[src/rtl/mux4_rr_sched_if.sv]
// Requester, select and output-stream signals shared by the scheduler and its neighbours.
// The slave view belongs to the scheduler; the master view belongs to the producers and consumer.
interface mux4_rr_sched_if;
    logic [3:0] req;
    logic [3:0] din;
    logic [3:0] ack;
    logic [3:0] grant;
    logic [1:0] sel;
    logic       out_valid;
    logic       out_ready;
    logic       out_data;
    logic       busy;

    modport slave (
        input  req, din, out_ready,
        output ack, grant, sel, out_valid, out_data, busy
    );

    modport master (
        output req, din, out_ready,
        input  ack, grant, sel, out_valid, out_data, busy
    );
endinterface

[src/rtl/mux4_rr_sched.sv]
// Round-robin 4:1 bit-stream scheduler with a registered select; each grant is capped at BURST_MAX beats.
// Latency: a request reaches out_valid one cycle later; after a burst the re-grant follows with no bubble.
// Backpressure: out_ready low freezes grant, sel and the beat count and withholds ack; there is no timeout.
module mux4_rr_sched #(
    parameter int BURST_MAX = 4
) (
    input  logic           clk,
    input  logic           rst_n,
    mux4_rr_sched_if.slave bus
);
    localparam int CW = $clog2(BURST_MAX + 1);
    localparam logic [CW-1:0] CNT_LAST = CW'(BURST_MAX - 1);

    typedef enum logic {
        IDLE  = 1'b0,
        GRANT = 1'b1
    } state_t;

    state_t        state_q, state_nxt;
    logic [1:0]    sel_q, sel_nxt;
    logic [1:0]    ptr_q, ptr_nxt;
    logic [3:0]    grant_q, grant_nxt;
    logic [CW-1:0] cnt_q, cnt_nxt;

    logic       busy;
    logic       out_valid;
    logic       accept;
    logic       withdrawn;
    logic       burst_done;
    logic [1:0] pick_base;
    logic [2:0] pick;

    // Returns {found, index}; the search begins one past base and wraps, so base itself is tried last.
    function automatic logic [2:0] rr_pick(input logic [3:0] r, input logic [1:0] base);
        logic [2:0] res;
        logic [1:0] idx;
        res = 3'b000;
        for (int k = 4; k >= 1; k--) begin
            idx = base + 2'(k);
            if (r[idx]) begin
                res = {1'b1, idx};
            end
        end
        return res;
    endfunction

    always_ff @(posedge clk or negedge rst_n) begin
        if (!rst_n) begin
            state_q <= IDLE;
            sel_q   <= 2'd0;
            ptr_q   <= 2'd3;
            grant_q <= 4'b0000;
            cnt_q   <= '0;
        end else begin
            state_q <= state_nxt;
            sel_q   <= sel_nxt;
            ptr_q   <= ptr_nxt;
            grant_q <= grant_nxt;
            cnt_q   <= cnt_nxt;
        end
    end

    always_comb begin
        state_nxt = state_q;
        sel_nxt   = sel_q;
        ptr_nxt   = ptr_q;
        grant_nxt = grant_q;
        cnt_nxt   = cnt_q;
        unique case (state_q)
            IDLE: begin
                if (pick[2]) begin
                    state_nxt = GRANT;
                    sel_nxt   = pick[1:0];
                    grant_nxt = 4'b0001 << pick[1:0];
                    cnt_nxt   = '0;
                end
            end
            GRANT: begin
                // Withdrawal and burst completion both release; a new winner is taken in the same cycle.
                if (withdrawn || burst_done) begin
                    ptr_nxt = sel_q;
                    cnt_nxt = '0;
                    if (pick[2]) begin
                        sel_nxt   = pick[1:0];
                        grant_nxt = 4'b0001 << pick[1:0];
                    end else begin
                        state_nxt = IDLE;
                        grant_nxt = 4'b0000;
                    end
                end else if (accept) begin
                    cnt_nxt = cnt_q + CW'(1);
                end
            end
            default: begin
                state_nxt = IDLE;
            end
        endcase
    end

    always_comb begin
        busy       = (state_q == GRANT);
        out_valid  = busy & bus.req[sel_q];
        withdrawn  = busy & ~bus.req[sel_q];
        accept     = out_valid & bus.out_ready;
        burst_done = accept & (cnt_q == CNT_LAST);
        pick_base  = busy ? sel_q : ptr_q;
        pick       = rr_pick(bus.req, pick_base);
    end

    assign bus.busy      = busy;
    assign bus.grant     = grant_q;
    assign bus.sel       = sel_q;
    assign bus.out_valid = out_valid;
    assign bus.out_data  = bus.din[sel_q] & out_valid;
    assign bus.ack       = accept ? (4'b0001 << sel_q) : 4'b0000;
endmodule

[src/flat_wrapper.sv]
// flat-port wrapper written by rule: the top's interface ports become plain ports
module mux4_rr_sched_flat 
#(
    parameter int BURST_MAX = 4
)
  (clk, rst_n, bus_req, bus_din, bus_out_ready, bus_ack, bus_grant, bus_sel, bus_out_valid, bus_out_data, bus_busy);
  mux4_rr_sched_if bus_i ();
  input  logic clk;
  input  logic rst_n;
  input wire logic [$bits(bus_i.req)-1:0] bus_req;
  input wire logic [$bits(bus_i.din)-1:0] bus_din;
  input wire logic [$bits(bus_i.out_ready)-1:0] bus_out_ready;
  output wire logic [$bits(bus_i.ack)-1:0] bus_ack;
  output wire logic [$bits(bus_i.grant)-1:0] bus_grant;
  output wire logic [$bits(bus_i.sel)-1:0] bus_sel;
  output wire logic [$bits(bus_i.out_valid)-1:0] bus_out_valid;
  output wire logic [$bits(bus_i.out_data)-1:0] bus_out_data;
  output wire logic [$bits(bus_i.busy)-1:0] bus_busy;
  assign bus_i.req = bus_req;
  assign bus_i.din = bus_din;
  assign bus_i.out_ready = bus_out_ready;
  assign bus_ack = bus_i.ack;
  assign bus_grant = bus_i.grant;
  assign bus_sel = bus_i.sel;
  assign bus_out_valid = bus_i.out_valid;
  assign bus_out_data = bus_i.out_data;
  assign bus_busy = bus_i.busy;
  mux4_rr_sched #(.BURST_MAX(BURST_MAX)) u_core (.clk(clk), .rst_n(rst_n), .bus(bus_i));
endmodule
[config.mk]
export PLATFORM = sky130hd
export DESIGN_NAME = mux4_rr_sched_flat
export DESIGN_NICKNAME = d
export VERILOG_FILES = /design/src/rtl/mux4_rr_sched_if.sv /design/src/rtl/mux4_rr_sched.sv /design/src/flat_wrapper.sv
export SDC_FILE = /design/constraint.sdc
export NUM_CORES = 1
export LEC_CHECK = 0
export CAP_MARGIN = 15
export CELL_PAD_IN_SITES_DETAIL_PLACEMENT = 1
export CELL_PAD_IN_SITES_GLOBAL_PLACEMENT = 1
export CORE_UTILIZATION = 30
export DETAILED_ROUTE_END_ITERATION = 10
export GPL_TIMING_DRIVEN = 1
export PLACE_DENSITY_LB_ADDON = 0.1
export SYNTH_ARGS = -nofsm -noshare
export SYNTH_HDL_FRONTEND = slang
export SYNTH_SLANG_ARGS = --single-unit
[constraint.sdc]
create_clock -name clk -period 3.9 [get_ports clk]
set_clock_uncertainty 0.1 [all_clocks]
set_input_delay 0.39 -clock clk [delete_from_list [all_inputs] [get_ports clk]]
set_output_delay 0.39 -clock clk [all_outputs]
set_load 0.05 [all_outputs]
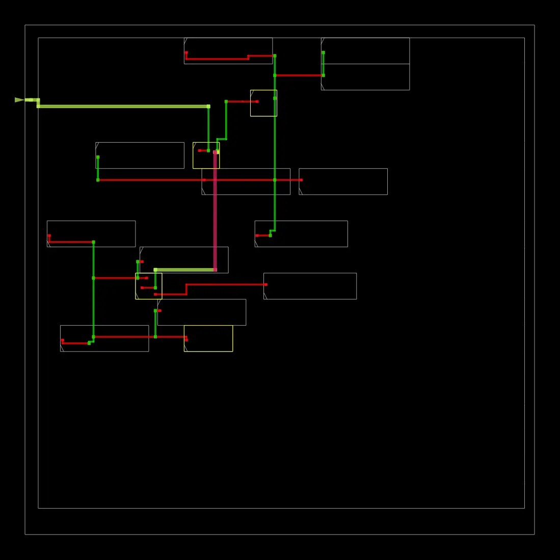
*The clock network*
clk_buf instances: 4
CTS sink cnt: 12
sequential cells: 12

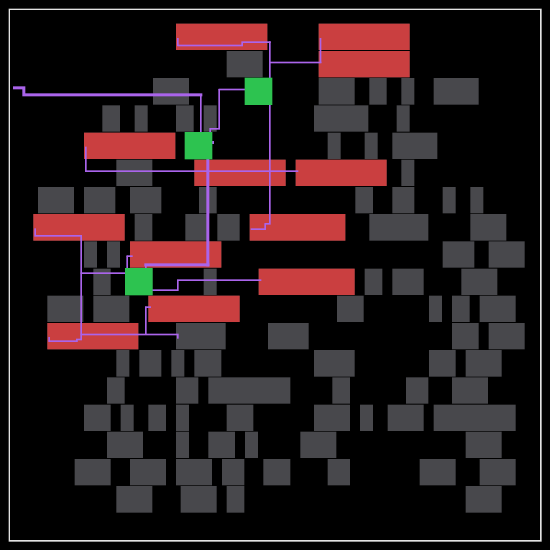
*Clock distribution*
Scale: 10 px per um.
[green] cells driving clock nets | count: 3
[purple] clock wires | length: 171 um
[red] flip-flops | count: 12
routed clock nets	4
power consumed by the clock network: 0.0998 mW
part of the power in the clock network: 0.116
clock latency of the later-clocked register in the worst-skew pair: 270 ps

==> impl_metrics.env <==
# physical design summary
export IMPL_dp_hpwl_um=1420
export IMPL_design_power_total_mw=0.859
export IMPL_p_int_mw=0.448
export IMPL_netlist_instances=82
export IMPL_chipArea_mm2=0.00281
export IMPL_synthDominantCellAreaShare=0.321
export IMPL_final_layout_size_suffix_gt1_frac=0.144
export IMPL_cts_made_buffers=3
export IMPL_vias_in_the_first_global_route=705
export IMPL_final_util=0.426
export IMPL_boundaryPins=24
export IMPL_fp_row_count=18
export IMPL_result_of_the_run="finished, final reports clean"
export IMPL_cp_num_cells=6
export IMPL_maxCapViolCount=0
export IMPL_dp_cells=130
export IMPL_synthArstFlopShare=1.00
export IMPL_met2_length_um=870
export IMPL_comb_share=0.411
export IMPL_num_tap_cells=30
export IMPL_endpoint_kind="output port"
export IMPL_use_met1=0.194
export IMPL_synthDominantAreaCellType="dfrtp_1"
export IMPL_layout_non_clock_buffers=23
export IMPL_worstRegToRegCells=4
export IMPL_grt_start_max_net_pins=15
export IMPL_critPathArrivalTime_ps=2590
export IMPL_sh_seq_area=0.287
export IMPL_critPathBufInv=2
export IMPL_count_of_inverters_not_on_the_clock_network_in_the_layout=4
export IMPL_ys_sh_xor=0
export IMPL_rsz0062_at_grt="no"
export IMPL_drt_first_iter_violations=3
export IMPL_globalRoute_busiestLayer="met2"
export IMPL_achievable_frequency_mhz=325
export IMPL_drt_met1_wl_um=886
export IMPL_setup_tns_ps=0
export IMPL_cts_buffer_depth=2
export IMPL_layout_stage_area_growth_over_the_synthesis_result_pct=35.3
export IMPL_grt_util_all_layers=0.159
export IMPL_synth_yosys_chip_area_um2=781
export IMPL_timing_critical_path_cells="clkdlybuf4s50_1 > mux4_2 > and2_4 > nand2_1 > nor3b_1 > clkdlybuf4s50_1"
export IMPL_fin_nets=118
export IMPL_area_sequential_um2=303
export IMPL_crit_fanout=6
export IMPL_routedWlPerCell_um=14.0
export IMPL_dr_pass1_iters=4
export IMPL_grt_pass1_wl_um=3190
export IMPL_synth_adder_area_share=0.0321
export IMPL_cts_clk_slew_worst_paths_ps=80
export IMPL_synthesized_area_fraction_occupied_by_and_or_nand_nor_cells=0.207
export IMPL_netlist_cell_type_count=34
export IMPL_timing_setup_critical_path_class="primary input to output port"
export IMPL_yosys_dominant_comb_family="simple AND/OR/NAND/NOR gates"
export IMPL_worst_r2r_startpoint="u_core.bus.sel[0]"
export IMPL_place_area_mm2=0.00102
export IMPL_remaining_drc_errors=0
export IMPL_route_detailed_vias_per_inst=5.06
export IMPL_syn_avg_cell_area_um2=9.52
export IMPL_seqPwrFrac=0.283
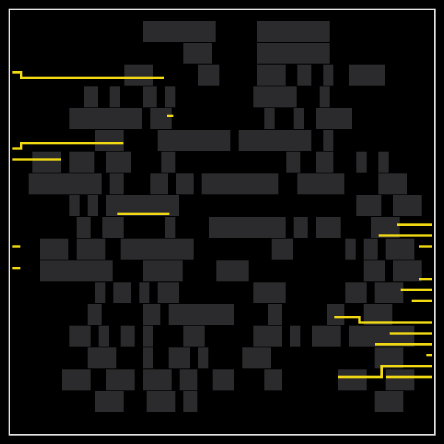
*Met3 routing*
Scale: 8 px per um. Cells faint in the background.
share of all routed wire	5.8%
nets with wire on the layer	18
main direction	horizontal
routed wire length: 1880 um
GR met3 Demand/Resource: 0.0460
total vias in the final route: 678

Power and IR drop assume default switching activity.
